Fig. 1: run 1, sequential cells colored by netlist name
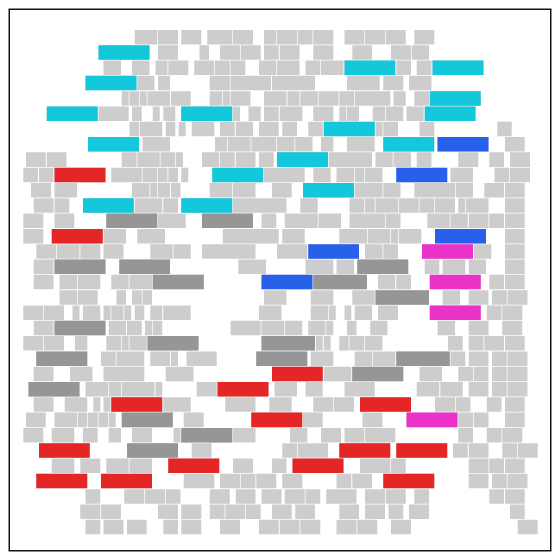
Fig. 2: run 1, cell placement
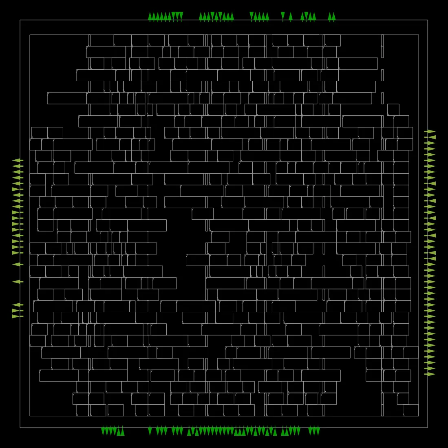
Fig. 3: run 1, zoomed window
Bar = 20 um. Window x 0 to 50, y 0 to 50 um. Cells in gray, sequential cells in the stronger gray; small squares are vias.
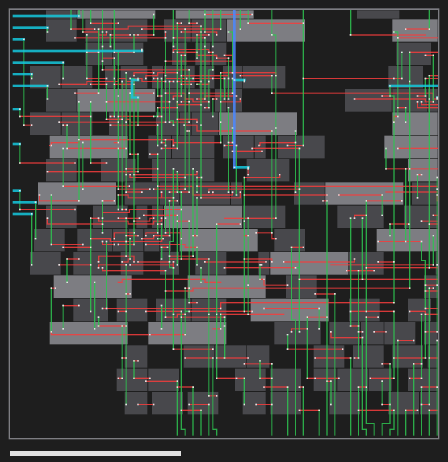
Fig. 4: run 1, wiring heat map
Bar = 20 um. The die is cut into 19 by 19 equal tiles; black is low, pale yellow is high, scaled to the fullest tile. Values are wire area over tile area, all layers added.
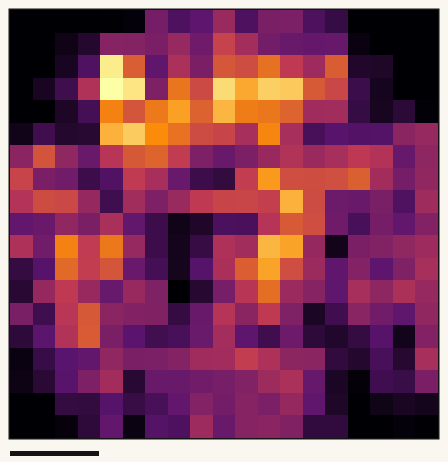
<file path="config.mk">
export PLATFORM = sky130hd
export DESIGN_NAME = id_stage_decoder
export DESIGN_NICKNAME = d
export VERILOG_FILES = /design/src/rtl/cpu_isa_pkg.sv /design/src/rtl/id_ctrl_decode.sv /design/src/rtl/id_stage_decoder.sv
export SDC_FILE = /design/constraint.sdc
export NUM_CORES = 1
export LEC_CHECK = 0
export CAP_MARGIN = 20
export CORE_MARGIN = 2
export CORE_UTILIZATION = 39
export DETAILED_ROUTE_END_ITERATION = 10
export GPL_TIMING_DRIVEN = 0
export PLACE_DENSITY = 0.77
export SLEW_MARGIN = 20
export SYNTH_ARGS = -nofsm -noshare
export SYNTH_HDL_FRONTEND = slang
export SYNTH_SLANG_ARGS = --single-unit
</file>
<file path="constraint.sdc">
create_clock -name clk -period 2.1 [get_ports clk]
set_clock_uncertainty 0.1 [all_clocks]
set_input_delay 0.42 -clock clk [delete_from_list [all_inputs] [get_ports clk]]
set_output_delay 0.42 -clock clk [all_outputs]
set_load 0.005 [all_outputs]
</file>
<file path="src/rtl/cpu_isa_pkg.sv">
// ISA constants and the decoded-control bundle shared by decode, execute and the ALU.
// Latency: n/a (types and constants only).
// Backpressure: n/a.
package cpu_isa_pkg;

    // Primary opcodes, inst[31:26]
    localparam logic [5:0] OP_RTYPE = 6'h00;
    localparam logic [5:0] OP_J     = 6'h02;
    localparam logic [5:0] OP_BEQ   = 6'h04;
    localparam logic [5:0] OP_BNE   = 6'h05;
    localparam logic [5:0] OP_ADDI  = 6'h08;
    localparam logic [5:0] OP_SLTI  = 6'h0A;
    localparam logic [5:0] OP_LW    = 6'h23;
    localparam logic [5:0] OP_SW    = 6'h2B;

    // R-type function codes, inst[5:0]
    localparam logic [5:0] F_ADD = 6'h20;
    localparam logic [5:0] F_SUB = 6'h22;
    localparam logic [5:0] F_AND = 6'h24;
    localparam logic [5:0] F_OR  = 6'h25;
    localparam logic [5:0] F_SLT = 6'h2A;

    // ALU operation codes
    localparam int         ISA_ALUOP_W = 3;
    localparam logic [2:0] ALUOP_ADD = 3'b000;
    localparam logic [2:0] ALUOP_SUB = 3'b001;
    localparam logic [2:0] ALUOP_AND = 3'b010;
    localparam logic [2:0] ALUOP_OR  = 3'b011;
    localparam logic [2:0] ALUOP_SLT = 3'b100;
    localparam logic [2:0] ALUOP_CMP = 3'b110;  // branch compare

    // Decoded control bundle handed from ID to EX
    typedef struct packed {
        logic                   reg_write;
        logic                   alu_src2;
        logic [ISA_ALUOP_W-1:0] alu_op;
        logic                   mem_read;
        logic                   mem_write;
        logic                   mem_to_reg;
        logic                   branch;
        logic                   branch_ne;
        logic                   jump;
    } ctrl_t;

endpackage

</file>
<file path="src/rtl/id_ctrl_decode.sv">
// Combinational opcode/funct decode into the control bundle plus destination and illegal flag.
// Latency: 0 cycles (pure combinational).
// Backpressure: none; the caller decides when the result is captured.
// Ports: op/funct/rt/rd instruction fields in; ctrl bundle, wr_addr, illegal out.
module id_ctrl_decode
    import cpu_isa_pkg::*;
(
    input  logic [5:0] op,
    input  logic [5:0] funct,
    input  logic [4:0] rt,
    input  logic [4:0] rd,
    output ctrl_t      ctrl,
    output logic [4:0] wr_addr,
    output logic       illegal
);

    always_comb begin
        ctrl    = '0;
        wr_addr = '0;
        illegal = 1'b0;
        case (op)
            OP_RTYPE: begin
                ctrl.reg_write = 1'b1;
                wr_addr        = rd;
                case (funct)
                    F_ADD:   ctrl.alu_op = ALUOP_ADD;
                    F_SUB:   ctrl.alu_op = ALUOP_SUB;
                    F_AND:   ctrl.alu_op = ALUOP_AND;
                    F_OR:    ctrl.alu_op = ALUOP_OR;
                    F_SLT:   ctrl.alu_op = ALUOP_SLT;
                    default: begin
                        ctrl    = '0;
                        wr_addr = '0;
                        illegal = 1'b1;
                    end
                endcase
            end
            OP_ADDI, OP_SLTI: begin
                ctrl.alu_op    = (op == OP_SLTI) ? ALUOP_SLT : ALUOP_ADD;
                ctrl.alu_src2  = 1'b1;
                ctrl.reg_write = 1'b1;
                wr_addr        = rt;
            end
            OP_LW: begin
                ctrl.alu_op     = ALUOP_ADD;
                ctrl.alu_src2   = 1'b1;
                ctrl.mem_read   = 1'b1;
                ctrl.mem_to_reg = 1'b1;
                ctrl.reg_write  = 1'b1;
                wr_addr         = rt;
            end
            OP_SW: begin
                ctrl.alu_op    = ALUOP_ADD;
                ctrl.alu_src2  = 1'b1;
                ctrl.mem_write = 1'b1;
            end
            OP_BEQ, OP_BNE: begin
                ctrl.alu_op    = ALUOP_CMP;
                ctrl.branch    = 1'b1;
                ctrl.branch_ne = (op == OP_BNE);
            end
            OP_J: begin
                ctrl.jump = 1'b1;
            end
            default: begin
                illegal = 1'b1;
            end
        endcase
        // $0 is hard-wired; never report a write to it.
        if (wr_addr == 5'd0) begin
            ctrl.reg_write = 1'b0;
        end
    end

endmodule

</file>
<file path="src/rtl/id_stage_decoder.sv">
// Registered decode stage: decodes the fetched word into an ID/EX slot with valid/ready on both sides.
// Latency: 1 cycle from accept to ex_valid.
// Backpressure: holds while ex_valid & !ex_ready; one bubble on load-use hazard; flush empties the slot.
// Ports: if_valid/if_ready/if_inst from fetch; flush from EX; ex_* decoded bundle with
//        ex_valid/ex_ready; illegal sticky flag; stall_cnt saturating bubble counter.
module id_stage_decoder
    import cpu_isa_pkg::*;
#(
    parameter int DATA_W  = 32,
    parameter int REG_AW  = 5,
    parameter int ALUOP_W = 3,
    parameter int CNT_W   = 16
) (
    input  logic               clk,
    input  logic               rst,
    input  logic               if_valid,
    output logic               if_ready,
    input  logic [31:0]        if_inst,
    input  logic               flush,
    output logic               ex_valid,
    input  logic               ex_ready,
    output logic               ex_reg_write,
    output logic [REG_AW-1:0]  ex_wr_addr,
    output logic [REG_AW-1:0]  ex_rs_addr,
    output logic [REG_AW-1:0]  ex_rt_addr,
    output logic               ex_alu_src2,
    output logic [ALUOP_W-1:0] ex_alu_op,
    output logic               ex_mem_read,
    output logic               ex_mem_write,
    output logic               ex_mem_to_reg,
    output logic               ex_branch,
    output logic               ex_branch_ne,
    output logic               ex_jump,
    output logic [DATA_W-1:0]  ex_imm,
    output logic [25:0]        ex_jtarget,
    output logic               illegal,
    output logic [CNT_W-1:0]   stall_cnt
);

    typedef enum logic {EMPTY = 1'b0, FULL = 1'b1} state_t;

    state_t state, state_nxt;

    ctrl_t       dec_ctrl;
    logic [4:0]  dec_wr_addr;
    logic        dec_illegal;

    ctrl_t              slot_ctrl;
    logic [REG_AW-1:0]  slot_wr_addr;
    logic [REG_AW-1:0]  slot_rs_addr;
    logic [REG_AW-1:0]  slot_rt_addr;
    logic [DATA_W-1:0]  slot_imm;
    logic [25:0]        slot_jtarget;
    logic               illegal_q;
    logic [CNT_W-1:0]   stall_q;

    logic [REG_AW-1:0]  in_rs;
    logic [REG_AW-1:0]  in_rt;
    logic               load_en;
    logic               hazard;
    logic               accept;
    logic               bubble_stall;

    id_ctrl_decode u_dec (
        .op      (if_inst[31:26]),
        .funct   (if_inst[5:0]),
        .rt      (if_inst[20:16]),
        .rd      (if_inst[15:11]),
        .ctrl    (dec_ctrl),
        .wr_addr (dec_wr_addr),
        .illegal (dec_illegal)
    );

    assign in_rs   = REG_AW'(if_inst[25:21]);
    assign in_rt   = REG_AW'(if_inst[20:16]);
    assign load_en = (state == EMPTY) | ex_ready;

    // Load-use check against the bundle still in the slot; once that load
    // drains the hazard clears by itself, so the cost is exactly one bubble.
    assign hazard = if_valid & (state == FULL) & slot_ctrl.mem_read
                  & (slot_wr_addr != '0)
                  & ((slot_wr_addr == in_rs) | (slot_wr_addr == in_rt));

    // Under flush the presented word is swallowed, hence ready regardless of hazard.
    assign if_ready     = !rst & (flush | (load_en & !hazard));
    assign accept       = if_valid & if_ready & !flush;
    assign bubble_stall = hazard & load_en & !flush;

    always_ff @(posedge clk or posedge rst) begin
        if (rst) begin
            state <= EMPTY;
        end else begin
            state <= state_nxt;
        end
    end

    always_comb begin
        state_nxt = state;
        if (flush) begin
            state_nxt = EMPTY;
        end else if (accept) begin
            state_nxt = FULL;
        end else if (load_en) begin
            state_nxt = EMPTY;
        end
    end

    // Payload only moves on accept; on a bubble it is left stale behind ex_valid=0.
    always_ff @(posedge clk or posedge rst) begin
        if (rst) begin
            slot_ctrl    <= '0;
            slot_wr_addr <= '0;
            slot_rs_addr <= '0;
            slot_rt_addr <= '0;
            slot_imm     <= '0;
            slot_jtarget <= '0;
        end else if (accept) begin
            slot_ctrl    <= dec_ctrl;
            slot_wr_addr <= REG_AW'(dec_wr_addr);
            slot_rs_addr <= in_rs;
            slot_rt_addr <= in_rt;
            slot_imm     <= {{(DATA_W-16){if_inst[15]}}, if_inst[15:0]};
            slot_jtarget <= if_inst[25:0];
        end
    end

    always_ff @(posedge clk or posedge rst) begin
        if (rst) begin
            illegal_q <= 1'b0;
            stall_q   <= '0;
        end else begin
            if (accept & dec_illegal) begin
                illegal_q <= 1'b1;
            end
            if (bubble_stall && (stall_q != {CNT_W{1'b1}})) begin
                stall_q <= stall_q + 1'b1;
            end
        end
    end

    assign ex_valid      = (state == FULL);
    assign ex_reg_write  = slot_ctrl.reg_write;
    assign ex_wr_addr    = slot_wr_addr;
    assign ex_rs_addr    = slot_rs_addr;
    assign ex_rt_addr    = slot_rt_addr;
    assign ex_alu_src2   = slot_ctrl.alu_src2;
    assign ex_alu_op     = ALUOP_W'(slot_ctrl.alu_op);
    assign ex_mem_read   = slot_ctrl.mem_read;
    assign ex_mem_write  = slot_ctrl.mem_write;
    assign ex_mem_to_reg = slot_ctrl.mem_to_reg;
    assign ex_branch     = slot_ctrl.branch;
    assign ex_branch_ne  = slot_ctrl.branch_ne;
    assign ex_jump       = slot_ctrl.jump;
    assign ex_imm        = slot_imm;
    assign ex_jtarget    = slot_jtarget;
    assign illegal       = illegal_q;
    assign stall_cnt     = stall_q;

endmodule

</file>
==> impl_results.html, run 1 <==
<h2>Synthesis and place &amp; route</h2>
<table>
<tr><th>Metric</th><th>Value</th></tr>
<tr><th colspan="2">Status</th></tr>
<tr><td>Run status</td><td>finished, violations left</td></tr>
<tr><td>Violations in the final reports</td><td>negative setup slack</td></tr>
<tr><th colspan="2">Critical path</th></tr>
<tr><td>R2R cell count</td><td>7</td></tr>
<tr><td>Category of the most critical setup path</td><td>reg2reg</td></tr>
<tr><td>Worst setup path startpoint</td><td>ex_wr_addr[3]</td></tr>
<tr><td>Worst-path maximum fanout</td><td>6</td></tr>
<tr><td>Start of the worst register-to-register path</td><td>ex_wr_addr[3]</td></tr>
<tr><th colspan="2">Timing</th></tr>
<tr><td>Setup Viol. Count Final</td><td>55</td></tr>
<tr><td>Slew Limit Headroom</td><td>65.3%</td></tr>
<tr><td>Aggregate negative setup slack</td><td>-8.97 ns</td></tr>
<tr><td>Portion of the clock cycle consumed by the worst path in the final layout</td><td>112%</td></tr>
<tr><td>Crit path setup slack, layout</td><td>-0.261 ns</td></tr>
<tr><td>Hold Worst Slack</td><td>0.278 ns</td></tr>
<tr><th colspan="2">Clocking</th></tr>
<tr><td>Clock-pin transition on the worst setup and hold timing paths</td><td>0.07 ns</td></tr>
<tr><td>Clk sink count</td><td>between 50 and 60</td></tr>
<tr><td>Number of buffers inserted by hold repair at cts</td><td>0</td></tr>
<tr><td>Count of instances resized after the clock tree is built</td><td>28</td></tr>
<tr><th colspan="2">Placed design</th></tr>
<tr><td>Dpl cell area</td><td>0.00491 mm^2</td></tr>
<tr><th colspan="2">Flow run</th></tr>
<tr><td>Number of violations of the max-capacitance limit</td><td>0</td></tr>
<tr><td>Number of OpenROAD warnings</td><td>29</td></tr>
<tr><th colspan="2">Cells and area</th></tr>
<tr><td>Fraction of final layout cells with drive strength greater than 1</td><td>37.1%</td></tr>
<tr><td>Multi-input gate area in the final layout</td><td>0.00156 mm^2</td></tr>
<tr><td>Layout Cell Area excl Fill</td><td>0.00549 mm^2</td></tr>
<tr><td>NumNets Final</td><td>507</td></tr>
<tr><td>Most frequent standard cell in the layout excluding fill and tap cells</td><td>sky130_fd_sc_hd__clkdlybuf4s50_1</td></tr>
<tr><td>P&amp;R area growth vs syn</td><td>66.6%</td></tr>
<tr><td>Dominant kind of cell</td><td>buffers</td></tr>
<tr><td>Top logic cells by instance count in the layout</td><td>sky130_fd_sc_hd__clkdlybuf4s50_1 (128), sky130_fd_sc_hd__buf_4 (68), sky130_fd_sc_hd__dfrtp_1 (55), sky130_fd_sc_hd__mux2_2 (34), sky130_fd_sc_hd__xnor2_1 (19)</td></tr>
<tr><td>Area share of buffers outside the clock network</td><td>38.0%</td></tr>
<tr><th colspan="2">Detailed routing</th></tr>
<tr><td>DR iter-0 viols</td><td>97</td></tr>
<tr><td>Iteration count of the initial detailed-routing pass</td><td>4</td></tr>
<tr><td>Number of vias per cell after detailed routing</td><td>4.97</td></tr>
<tr><td>Metal-1 WL</td><td>3.68 mm</td></tr>
<tr><td>Top routing layer used</td><td>met4</td></tr>
<tr><td>Met3 routed WL</td><td>638 um</td></tr>
<tr><td>DRT antenna net count</td><td>0</td></tr>
<tr><td>Number of DRC violations after detailed routing</td><td>0</td></tr>
<tr><th colspan="2">Global route</th></tr>
<tr><td>Aggregate global-route resource usage</td><td>19.7%</td></tr>
<tr><td>Pin count of the biggest net entering global routing</td><td>28</td></tr>
<tr><td>Grt met2 use</td><td>34.5%</td></tr>
<tr><td>Overflow left after global routing</td><td>0</td></tr>
<tr><th colspan="2">Synthesis</th></tr>
<tr><td>Synth warnings</td><td>0</td></tr>
<tr><td>Instance tally after logic synthesis</td><td>285</td></tr>
<tr><th colspan="2">Floorplan</th></tr>
<tr><td>Fp_density</td><td>40.1%</td></tr>
<tr><th colspan="2">Worst hold path</th></tr>
<tr><td>Min-Delay Path Depth</td><td>2</td></tr>
<tr><th colspan="2">Power and ir drop</th></tr>
<tr><td>Comb pwr share</td><td>34.5%</td></tr>
<tr><td>Standby leakage power</td><td>around 2.4 nW</td></tr>
<tr><td>Relative contribution of sequential cells to total power</td><td>37.7%</td></tr>
<tr><td>Internal Dissipation</td><td>2.70 mW</td></tr>
</table>
About Fig. 1:
cyan -> stall_cnt  # flops 16
blue -> ex_rs_addr  # flops 5, where east
magenta -> ex_rt_addr  # flops 4, where east
red -> ex_imm  # flops 15
area taken by flip-flops and latches: 0.00148 mm^2
Seq area share: 27.0%

About Fig. 2:
number of sequential cells in the layout: 59
well tap count: 105

About Fig. 3:
cyan -> metal 3
red -> metal 1
blue -> metal 4
green -> metal 2
sequential cells in the window = 18
netlist names of flops here include = ex_imm (7), ex_alu_op (3)
most frequent = clkdlybuf4s50_1 (35), dfrtp_1 (17), mux2_2 (13)
cells with their middle in the window = 124

About Fig. 4:
emptiest ninth of the die = south-east
densest ninth of the die = north
fullest tile = 0.49
tiles over half the peak = 21%
nearly empty tiles = 10%
mean over tiles = 0.16

==> run 1: kinds of logic (layout without fill, tap and decap cells) <==
family | Yosys count | after routing | share of synthesized area (%)
DFF | 59 | 59 | 44.8
and+or+nand+nor | 78 | 78 | 14.5
xor gates and xnor gates | 23 | 23 | 6.11
adders and majority gates | 1 | 1 | 0.379
muxes | 45 | 45 | 15.3
AOI/OAI and AO/OA | 23 | 23 | 6.57
buffers and inverters | 56 | 245 | 12.4
==> run 1: power by group through the flow <==
stage / Sequential [mW] / Combinational [mW] / Clock (mW)
floorplan: 1.37 / 0.465 / 0
global placement: 1.37 / 1.14 / 0
detailed placement: 1.38 / 1.18 / 0
CTS: 1.36 / 1.19 / 1.01
global route: 1.36 / 1.32 / 1.06
finish: 1.35 / 1.23 / 0.992
==> run 1 -> run 2 <==
- CORE_MARGIN: 2 -> unset
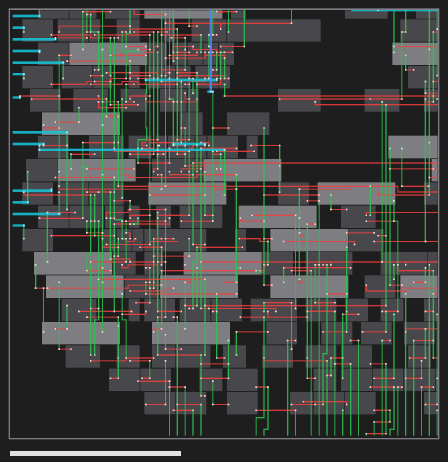
Fig. 5. Zoomed window (run 2).
Bar = 20 um. Window x 0 to 50, y 0 to 50 um. Cells in gray, sequential cells in the stronger gray; small squares are vias.
red -> metal 1
blue -> metal 4
green -> metal 2
cyan -> metal 3
cells with their middle in the window = 122
netlist names of flops here include = ex_imm (8), ex_alu_op (3)
sequential cells in the window = 17
most frequent = clkdlybuf4s50_1 (36), dfrtp_1 (17), mux2_2 (11)

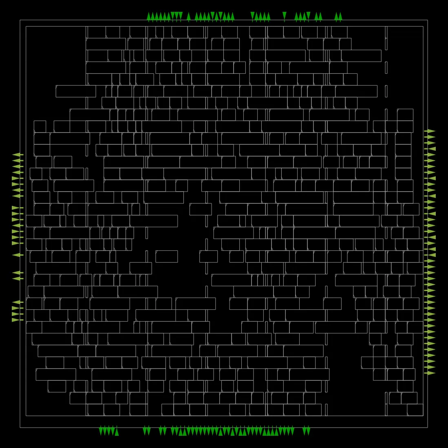
Fig. 6. Cell placement (run 2).
final core occ: 66.3%
FP Rows: 33
filler cell count: 654
Seq area share: 27.3%

==> impl_results.html, run 2 <==
<h2>Synthesis and place &amp; route</h2>
<table>
<tr><th>Metric</th><th>Value</th></tr>
<tr><th colspan="2">Synthesis</th></tr>
<tr><td>Synth warnings</td><td>0</td></tr>
<tr><td>Area fraction in compound gates after synthesis</td><td>6.57%</td></tr>
<tr><td>Largest family of logic cells by area</td><td>multiplexers</td></tr>
<tr><td>Instance tally after logic synthesis</td><td>between 200 and 300</td></tr>
<tr><td>Area fraction in full adders, half adders and majority gates</td><td>0.380%</td></tr>
<tr><th colspan="2">Timing</th></tr>
<tr><td>Portion of the clock cycle consumed by the worst path in the final layout</td><td>111%</td></tr>
<tr><td>Crit path setup slack, layout</td><td>-0.230 ns</td></tr>
<tr><td>Hold Worst Slack</td><td>roughly 0.37 ns</td></tr>
<tr><td>Setup Viol. Count Final</td><td>49</td></tr>
<tr><th colspan="2">Critical path</th></tr>
<tr><td>Category of the most critical setup path</td><td>reg2reg</td></tr>
<tr><td>Worst-path maximum fanout</td><td>10</td></tr>
<tr><td>R2R cell count</td><td>6</td></tr>
<tr><th colspan="2">Cells and area</th></tr>
<tr><td>Multi-input gate area in the final layout</td><td>0.00157 mm^2</td></tr>
<tr><td>Top logic cells by instance count in the layout</td><td>sky130_fd_sc_hd__clkdlybuf4s50_1 (129), sky130_fd_sc_hd__buf_4 (69), sky130_fd_sc_hd__dfrtp_1 (53), sky130_fd_sc_hd__mux2_2 (35), sky130_fd_sc_hd__xnor2_1 (16)</td></tr>
<tr><td>Layout Cell Area excl Fill</td><td>around 0.0054 mm^2</td></tr>
<tr><td>Number of sequential cells in the layout</td><td>59</td></tr>
<tr><td>Area taken by flip-flops and latches</td><td>0.00148 mm^2</td></tr>
<tr><th colspan="2">Floorplan</th></tr>
<tr><td>Fp_density</td><td>40.1%</td></tr>
<tr><th colspan="2">Power and ir drop</th></tr>
<tr><td>Clock network power</td><td>between 1 and 1.5 mW</td></tr>
<tr><td>Comb pwr share</td><td>32.8%</td></tr>
<tr><th colspan="2">Status</th></tr>
<tr><td>Run status</td><td>finished, violations left</td></tr>
<tr><td>Violations in the final reports</td><td>negative setup slack</td></tr>
<tr><th colspan="2">Detailed routing</th></tr>
<tr><td>Number of DRC violations after detailed routing</td><td>0</td></tr>
<tr><td>DRT antenna net count</td><td>0</td></tr>
<tr><td>Iteration count of the initial detailed-routing pass</td><td>4</td></tr>
<tr><th colspan="2">Global route</th></tr>
<tr><td>Pin count of the biggest net entering global routing</td><td>25</td></tr>
<tr><td>Overflow left after global routing</td><td>0</td></tr>
<tr><th colspan="2">Flow run</th></tr>
<tr><td>Number of violations of the max-capacitance limit</td><td>0</td></tr>
<tr><th colspan="2">Clocking</th></tr>
<tr><td>Count of instances resized after the clock tree is built</td><td>34</td></tr>
<tr><td>Clock-pin transition on the worst setup and hold timing paths</td><td>0.07 ns</td></tr>
<tr><td>Number of buffers inserted by hold repair at cts</td><td>0</td></tr>
</table>
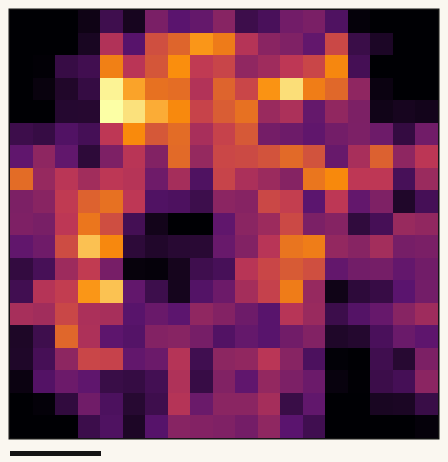
Fig. 7. Wiring heat map (run 2).
Bar = 20 um. The die is cut into 19 by 19 equal tiles; black is low, pale yellow is high, scaled to the fullest tile. Values are wire area over tile area, all layers added.
densest ninth of the die = north
tiles over half the peak = 21%
emptiest ninth of the die = south-east
nearly empty tiles = 11%
mean over tiles = 0.16
fullest tile = 0.48
total length of routed wires: 8.77 mm
aggregate global-route resource usage: 20.3%

run 2: cell types whose count changed in the layout (fill, tap and decap cells not counted), moves of 2 or more:
cell / previous run / this run
sky130_fd_sc_hd__buf_6: 6 / 2
sky130_fd_sc_hd__buf_8: 3 / 0
sky130_fd_sc_hd__bufinv_16: 0 / 2
sky130_fd_sc_hd__dfrtp_1: 55 / 53
sky130_fd_sc_hd__dfrtp_2: 4 / 6
sky130_fd_sc_hd__nand3_1: 6 / 8
sky130_fd_sc_hd__xnor2_1: 19 / 16
sky130_fd_sc_hd__xnor2_2: 2 / 5
run 2: metal layers:
metal	GRT usage, %	part of all wire [%]	vias up	wire length (um)
met3	3.56	5.0	7	436
met1	25.7	43	1388	3740
met4	6.92	0.76	0	67
met2	34.9	52	102	4530
li1	-	-	1336	-
met5	0	0	-	0
==> run 2 -> run 3 <==
- GPL_TIMING_DRIVEN: 0 -> unset
- SYNTH_HIERARCHICAL: unset -> 1
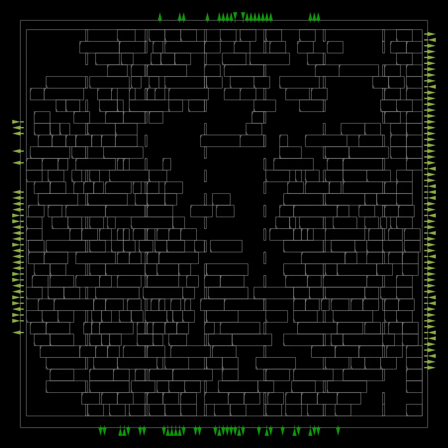
Fig. 8. Cell placement (run 3).
filler cell count: 621
number of sequential cells in the layout: 60

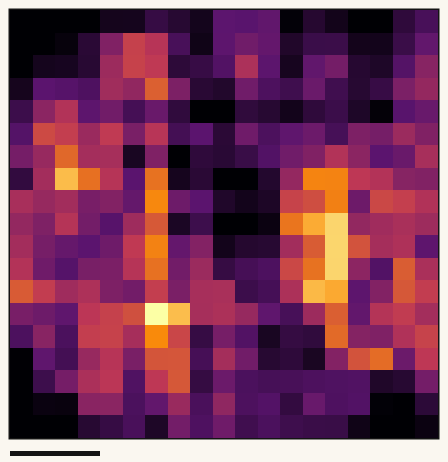
Fig. 9. Wiring heat map (run 3).
Bar = 20 um. The die is cut into 19 by 19 equal tiles; black is low, pale yellow is high, scaled to the fullest tile. Values are wire area over tile area, all layers added.
fullest tile = 0.52
mean over tiles = 0.16
densest ninth of the die = east
tiles over half the peak = 16%
nearly empty tiles = 8.0%
average routed wire per standard cell: 16.5 um
total length of routed wires: 8.75 mm
via count of the routed design: 2,632
aggregate global-route resource usage: 19.9%

==> impl_results.html, run 3 <==
<h2>Synthesis and place &amp; route</h2>
<table>
<tr><th>Metric</th><th>Value</th></tr>
<tr><th colspan="2">Detailed routing</th></tr>
<tr><td>Number of DRC violations after detailed routing</td><td>0</td></tr>
<tr><td>DRT antenna net count</td><td>0</td></tr>
<tr><td>Met3 routed WL</td><td>614 um</td></tr>
<tr><th colspan="2">Critical path</th></tr>
<tr><td>Category of the most critical setup path</td><td>in2reg</td></tr>
<tr><td>Start of the worst register-to-register path</td><td>ex_wr_addr[1]</td></tr>
<tr><th colspan="2">Flow run</th></tr>
<tr><td>Number of violations of the max-capacitance limit</td><td>0</td></tr>
<tr><th colspan="2">Timing</th></tr>
<tr><td>Crit path setup slack, layout</td><td>-0.234 ns</td></tr>
<tr><td>Portion of the clock cycle consumed by the worst path in the final layout</td><td>111%</td></tr>
<tr><td>Aggregate negative setup slack</td><td>-10.59 ns</td></tr>
<tr><td>Setup Viol. Count Final</td><td>59</td></tr>
<tr><th colspan="2">Power and ir drop</th></tr>
<tr><td>Internal Dissipation</td><td>2.55 mW</td></tr>
<tr><td>Standby leakage power</td><td>2.45 nW</td></tr>
<tr><td>Power dissipated in combinational cells</td><td>1.05 mW</td></tr>
<tr><td>Largest power group</td><td>registers</td></tr>
<tr><th colspan="2">Status</th></tr>
<tr><td>Violations in the final reports</td><td>negative setup slack</td></tr>
<tr><td>Run status</td><td>finished, violations left</td></tr>
<tr><th colspan="2">Cells and area</th></tr>
<tr><td>Top logic cells by instance count in the layout</td><td>sky130_fd_sc_hd__clkdlybuf4s50_1 (136), sky130_fd_sc_hd__dfrtp_1 (59), sky130_fd_sc_hd__mux2_4 (43), sky130_fd_sc_hd__buf_4 (32)</td></tr>
<tr><td>NumNets Final</td><td>458</td></tr>
<tr><td>Most frequent standard cell in the layout excluding fill and tap cells</td><td>sky130_fd_sc_hd__clkdlybuf4s50_1</td></tr>
<tr><th colspan="2">Clocking</th></tr>
<tr><td>Clock-pin transition on the worst setup and hold timing paths</td><td>roughly 0.070 ns</td></tr>
<tr><th colspan="2">Global route</th></tr>
<tr><td>Grt met2 use</td><td>approximately 33%</td></tr>
</table>
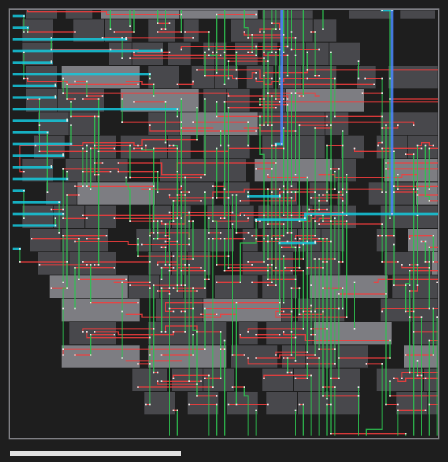
Fig. 10. Zoomed window (run 3).
Bar = 20 um. Window x 0 to 50, y 0 to 50 um. Cells in gray, sequential cells in the stronger gray; small squares are vias.
red -> metal 1
cyan -> metal 3
green -> metal 2
blue -> metal 4
most frequent = clkdlybuf4s50_1 (40), buf_4 (18), mux2_4 (17)
sequential cells in the window = 14
netlist names of flops here include = ex_imm (6), ex_alu_op (3)
cells with their middle in the window = 143

==> run 3: netlist changes by cell type in the layout (fill, tap and decap cells not counted), moves of 7 or more <==
| cell | previous run | this run |
|---|---|---|
| sky130_fd_sc_hd__mux2_2 | 35 | 1 |
| sky130_fd_sc_hd__clkdlybuf4s50_1 | 129 | 136 |
| sky130_fd_sc_hd__buf_4 | 69 | 32 |
| sky130_fd_sc_hd__mux2_4 | 8 | 43 |
| sky130_fd_sc_hd__buf_6 | 2 | 11 |
| sky130_fd_sc_hd__xor2_1 | 2 | 10 |
| sky130_fd_sc_hd__dlygate4sd2_1 | 9 | 0 |
| sky130_fd_sc_hd__nand2_1 | 12 | 3 |

==> notes/layouts.md <==
Pictures saved along the way, in no particular order.

Cell classes on the final placement.
Fill, decap, tap and diode cells in gray.
panel A
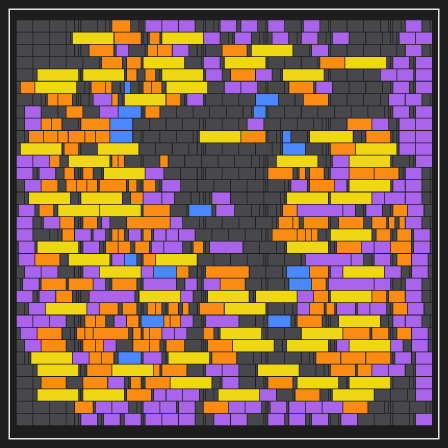
panel B
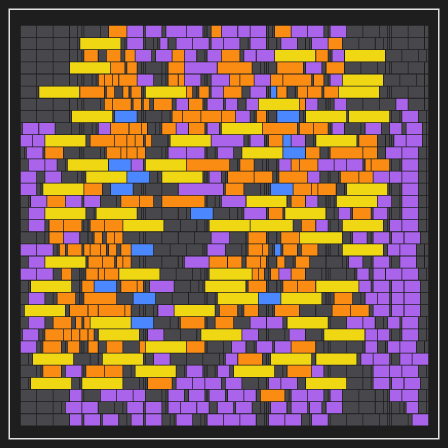
Panel B is run 1.
Panel A is run 3.

Key to panel A:
purple -> other buffers and delay cells  # cells 189, share of their area 37%
blue -> clock drivers and dummy loads  # cells 16, share of their area 3.6%
orange -> combinational and other logic  # cells 160, share of their area 30%
yellow -> flops  # cells 60, share of their area 29%

No activity file was given, so power comes from the tool's default toggle rates.
